**Run 1: local utilization**

Scale bar: 100 um. The die is cut into 40 by 40 equal tiles; dark blue is low, red is high, 0 to 100% covered.
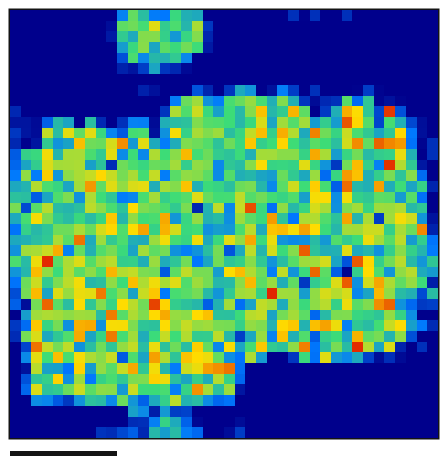
**Run 1: metal 1**

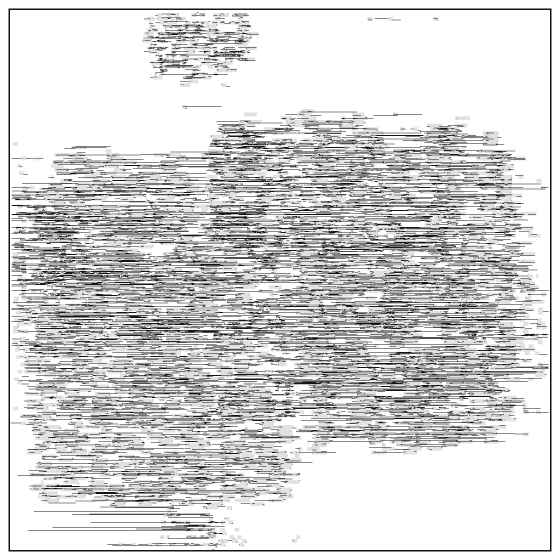
**Run 1: metal 4**

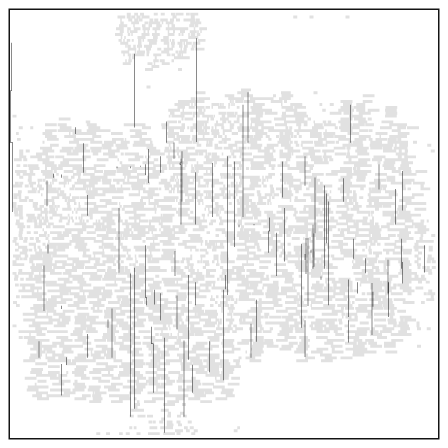
==> config.mk <==
export PLATFORM = sky130hd
export DESIGN_NAME = pc_predict
export DESIGN_NICKNAME = d
export VERILOG_FILES = /design/src/rtl/cpu_types_pkg.sv /design/src/rtl/branch_target_buffer.sv /design/src/rtl/pc_predict.sv
export SDC_FILE = /design/constraint.sdc
export NUM_CORES = 1
export LEC_CHECK = 0
export CAP_MARGIN = 20
export CORE_MARGIN = 2
export CORE_UTILIZATION = 30
export CTS_CLUSTER_SIZE = 25
export DETAILED_ROUTE_END_ITERATION = 16
export PLACE_DENSITY = 0.53
export SKIP_LAST_GASP = 1
export SLEW_MARGIN = 20
export SYNTH_ARGS = -nofsm -noshare
export SYNTH_HDL_FRONTEND = slang
export SYNTH_SLANG_ARGS = --single-unit
==> constraint.sdc <==
create_clock -name CLK -period 5.75 [get_ports CLK]
set_input_delay 0.575 -clock CLK [delete_from_list [all_inputs] [get_ports CLK]]
set_output_delay 0.575 -clock CLK [all_outputs]
set_load 0.005 [all_outputs]
==> summary.txt, run 1 <==
IO Count: 233
Top area cell types: edfxtp_1, mux4_2, dfxtp_1, xnor2_1, mux2i_1
Final min period: 5570 ps
Worst Path Max Fanout: 33
HPWL after DPL: 101000 um
area post-placement: 52500 sq um
Root Driver: clkbuf_16
setup TNS: 0 ps
Tot GR Track Use: 20.1%
Final setup viols: 0
Placed Instances: 4967
synth cell count leaders: edfxtp_1, mux4_2, nand2_1
Post-synth ARST share: 0%
RSZ-0062 raised after global routing: false
post-synth cell types: 68
arrival time worst endpoint: 4990 ps
PortBufs: 232
CP required: 5180 ps
most numerous cell in the Yosys netlist: edfxtp_1
syn nets: 2819
Area Overhead vs Synth: 20.6%
R2R depth: 10
tool warnings: 33
most frequent cells in the layout: edfxtp_1, mux4_2, clkdlybuf4s50_1
via density per instance: 5.43
Gate Count Post-Synth: 2709
Final Cycle Share: 96.8%
layout cell share with drive strength beyond 1: 25.5%
Hold Crit Depth: 2
router iterations before antenna repair: 5
Final Wtd Congestion: 0.819
power per cell area: 317 nW/um^2
# fillers: 14500
VDD IR-drop max: 0.305 mV
CP Capture Type: output port
wire per inst: 31.2 um
Worst Setup Start Kind: register
DP Worst Slack: 469 ps
number of enable flip-flop cells: 960
Lkg Pwr: 17.5 nW
Non-Filler Instances: 5200
first-pass GRT wire length: 224000 um
CP Depth: 11
Die W: 400 um
Worst R2R Setup Slack: 1330 ps
Reg clk slew, reported paths: 60 ps
final setup margin: 185 ps
worst-path cell chain: mux4_2 -> a22o_1 -> a221oi_1 -> xor2_1 -> o2111ai_1 -> nor4_2 -> buf_4 -> nand3_2 -> buf_6 -> mux2_2 -> clkdlybuf4s50_1
worst relative slew slack: 20.9%
status: completed
initial antenna violation count: 17
Post-Syn Area per Cell: 17.3 sq um
Slowest cell on crit path: clkdlybuf4s50_1
CTS tree: built
number of global-route vias before repair: 28200
max FFs per register: 976
ys flops: 1044
Top cell excl fill/tap: edfxtp_1
Chip Height: 400 um
fin nets: 3147
synthesized area: 47000 sq um
WS Path Type: reg -> out
## Picture notes: 'local utilization'
The fullest tile reaches 96%. 6.5% of the tiles are over 75% full. The mean over all tiles is 34%.
core area: 156000 sq um
Initial Util: 30.1%
Core Util, Final: 36.3%

## Picture notes: 'metal 1'
The wires run mostly horizontal. The layer carries 67.4 mm of wire. 2971 nets have wire on it. The layer holds 42% of the routed length.
grt met1 use: 27.7%
routed wire length: 162000 um

## Picture notes: 'metal 4'
The wires run mostly vertical. The layer holds 2.1% of the routed length. The layer carries 3460 um of wire. The longest straight run is 133 um. 49 nets have wire on it.
vias: 28200

[run 1: cell type report]
cell class / count / area [sq um] / area share (%)
well taps: 2058 / 2570 / 4.55
clock buffers: 140 / 3010 / 5.32
repair buffers: 400 / 3840 / 6.79
inverters: 62 / 233 / 0.411
diodes: 4 / 10.0 / 0.0177
flip-flops and latches: 1044 / 30500 / 53.9
clock inverters: 77 / 882 / 1.56
multi-input cells: 1415 / 15500 / 27.4
[run 1: power by group]
group          internal (mW)  switching, mW  leakage, nW
clock network           4.38           3.19         1.88
logic                  0.837           1.09         6.30
registers               8.36         0.0917         9.36
total                   13.6           4.37         17.5
[run 1: per-layer routing]
metal | up-vias | global-route usage (%) | part of all wire [%]
met1 | 15000 | 27.7 | 42
met5 | - | 0 | 0.051
met4 | 14 | 4.56 | 2.1
met3 | 207 | 7.39 | 12
met2 | 1409 | 30.2 | 45
li1 | 11600 | - | -
[run 1: timing repair]
| action | in CTS | in global routing |
|---|---|---|
| resized | 5 | 1 |
| cloned | 1 | 0 |
| hold buffers | 0 | 0 |
| buffers inserted | 2 | 9 |
| setup endpoints to repair | 32 | 29 |
[run 1: cell families after synthesis]
kind of cell,count (synthesis),share of synthesized area [%]
adders and majority gates,7,0.187
buffers and inverters,250,2.31
muxes,483,20.4
and+or+nand+nor,512,5.28
DFF,1044,65.0
xor gates and xnor gates,169,3.15
AOI/OAI and AO/OA,244,3.74
**Run 1: congestion heat map**

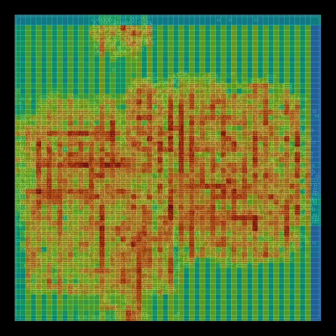

==> inputs of run 2 (changes only) <==
--- a/config.mk
+++ b/config.mk
@@ -7,10 +7,10 @@
 export LEC_CHECK = 0
 export CAP_MARGIN = 20
 export CORE_MARGIN = 2
-export CORE_UTILIZATION = 30
+export CORE_UTILIZATION = 50
 export CTS_CLUSTER_SIZE = 25
 export DETAILED_ROUTE_END_ITERATION = 16
-export PLACE_DENSITY = 0.53
+export PLACE_DENSITY = 0.75
 export SKIP_LAST_GASP = 1
 export SLEW_MARGIN = 20
 export SYNTH_ARGS = -nofsm -noshare
==> constraint.sdc (replaced) <==
create_clock -name CLK -period 6.4 [get_ports CLK]
set_input_delay 0.64 -clock CLK [delete_from_list [all_inputs] [get_ports CLK]]
set_output_delay 0.64 -clock CLK [all_outputs]
set_load 0.005 [all_outputs]
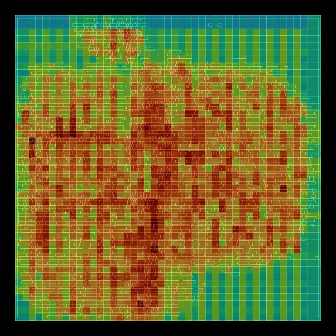
**Above:** run 2 (congestion heat map).
global route hottest layer: met2
Core Util, Final: 58.4%
wire per inst: 32.6 um
M3 GR Usage: 9.24%
Tot GR Track Use: 29.1%

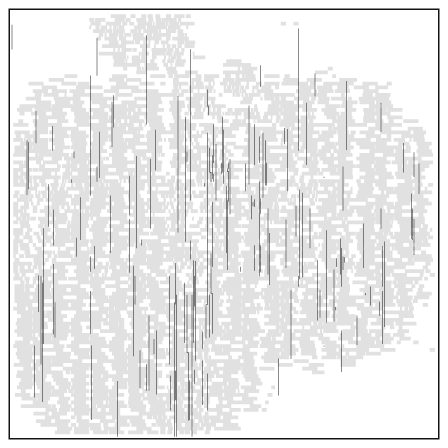
**Above:** run 2 (metal 4).
vias: 28900
routed wire length: 140000 um

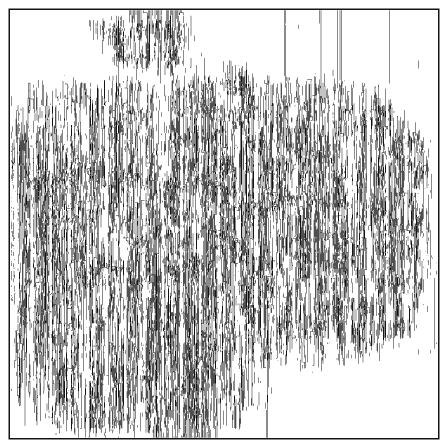
**Above:** run 2 (signal wires on met2).
The longest straight run is 130 um. The layer holds 46% of the routed length. The wires run mostly vertical.
met2 Resource Use GR: 44.5%

==> run 2 against run 1 <==
Wire length down 14%. First-iteration DRC count grew 34%. Cell count fell by 17%. Global-route usage up 8.9 points. Largest power group unchanged. Setup slack worse by 23 ps.
==> summary.txt, run 2 <==
CTS tree: built (unchanged)
grt met1 use: 39.5% (was 27.7%)
Final min period: 6240 ps
Final Wtd Congestion: 0.936 (was 0.819)
Final Cycle Share: 97.5%
status: completed (unchanged)
post-synth cell types: 68 (unchanged)
number of enable flip-flop cells: 960 (unchanged)
worst relative slew slack: 29.8% (was 20.9%)
Pint: 11.6 mW (was 13.6 mW)
most frequent cells in the layout: edfxtp_1, mux4_2, clkdlybuf4s50_1 (unchanged)
Clk network pwr share: 39.6% (was 42.1%)
first-pass GRT wire length: 199000 um (was 224000 um)
via density per instance: 6.70 (was 5.43)
PortBufs: 232 (unchanged)
VDD IR-drop max: 0.279 mV (was 0.305 mV)
IO Count: 233 (unchanged)
synthesized area: 47000 sq um (unchanged)
Resized cells post-CTS: 0 (was 5)
Post-synth ARST share: 0% (unchanged)
metal3 WL: 19500 um (was 19100 um)
initial antenna violation count: 12 (was 17)
arrival time worst endpoint: 5600 ps (was 4990 ps)
R2R depth: 12 (was 10)
RSZ-0062 raised after global routing: false (unchanged)
max FFs per register: 976 (unchanged)
sw frac: 23.8% (was 24.4%)
Gate Count Post-Synth: 2709 (unchanged)
power share of the combinational group: 10.4% (was 10.7%)
Seq pwr share: 49.9% (was 47.1%)
Root Driver: clkbuf_16 (unchanged)
router iterations before antenna repair: 6 (was 5)
CP Capture Type: output port (unchanged)
WS Path Type: reg -> out (unchanged)
fin nets: 3068 (was 3147)
-- run 2: cell count changes in the layout (fill, tap and decap cells not counted), sizes merged --
cell	change
buf	-69
bufbuf	-1
bufinv	-8
clkbuf	-2
clkdlybuf4s50	-1
clkinv	-23
clkinvlp	-1
diode	+3
inv	+13
-- run 2: power groups by stage --
stage	clock, mW	sequential (mW)	combinational, mW
3_3_place_gp	0	7.76	1.52
3_5_place_dp	0	7.77	1.55
2_1_floorplan	0	7.69	0.934
5_1_grt	6.34	7.62	1.66
4_1_cts	6.10	7.62	1.56
6_report	6.05	7.62	1.59
-- run 2: per-stage QoR --
stage	cell area (sq um)	util (%)	hold slack [ps]	setup slack, ps	std cells
4_1_cts	54300	58.3	363	77.6	4298
2_1_floorplan	47000	-	436	1110	2709
3_3_place_gp	50900	54.6	455	823	4102
3_5_place_dp	50900	54.7	461	846	4103
5_1_grt	54400	58.4	403	12.6	4303
6_report	54400	58.4	411	161	4307
-- run 2: cell families after synthesis --
logic type,synth area share (%)
AND-OR/OR-AND,3.74
XOR/XNOR,3.15
adder cells (fa/ha/maj),0.187
buffers and inverters,2.31
flip-flops,65.0
multiplexers,20.4
AND/OR/NAND/NOR,5.28
-- run 2: final cells by class --
type	instances	area, sq um	share of cell area, %
flip-flops and latches	1044	30500	56.1
multi-input cells	1415	15500	28.5
well taps	1254	1570	2.88
diodes	7	17.5	0.0322
inverters	62	233	0.428
clock inverters	58	524	0.964
clock buffers	137	2870	5.28
repair buffers	330	3140	5.78
-- run 2: worst max-delay path, cell delays in order (launching register included) --
cell,delay [ps]
dfxtp_2,670
buf_12,370
and2_1,500
buf_4,360
a22oi_1,120
a21oi_1,240
o21a_1,160
o21ai_0,260
nor4_1,700
nand3_2,130
buf_4,320
mux2_2,430
clkdlybuf4s50_1,560
Power is estimated from default activity; no workload was simulated.
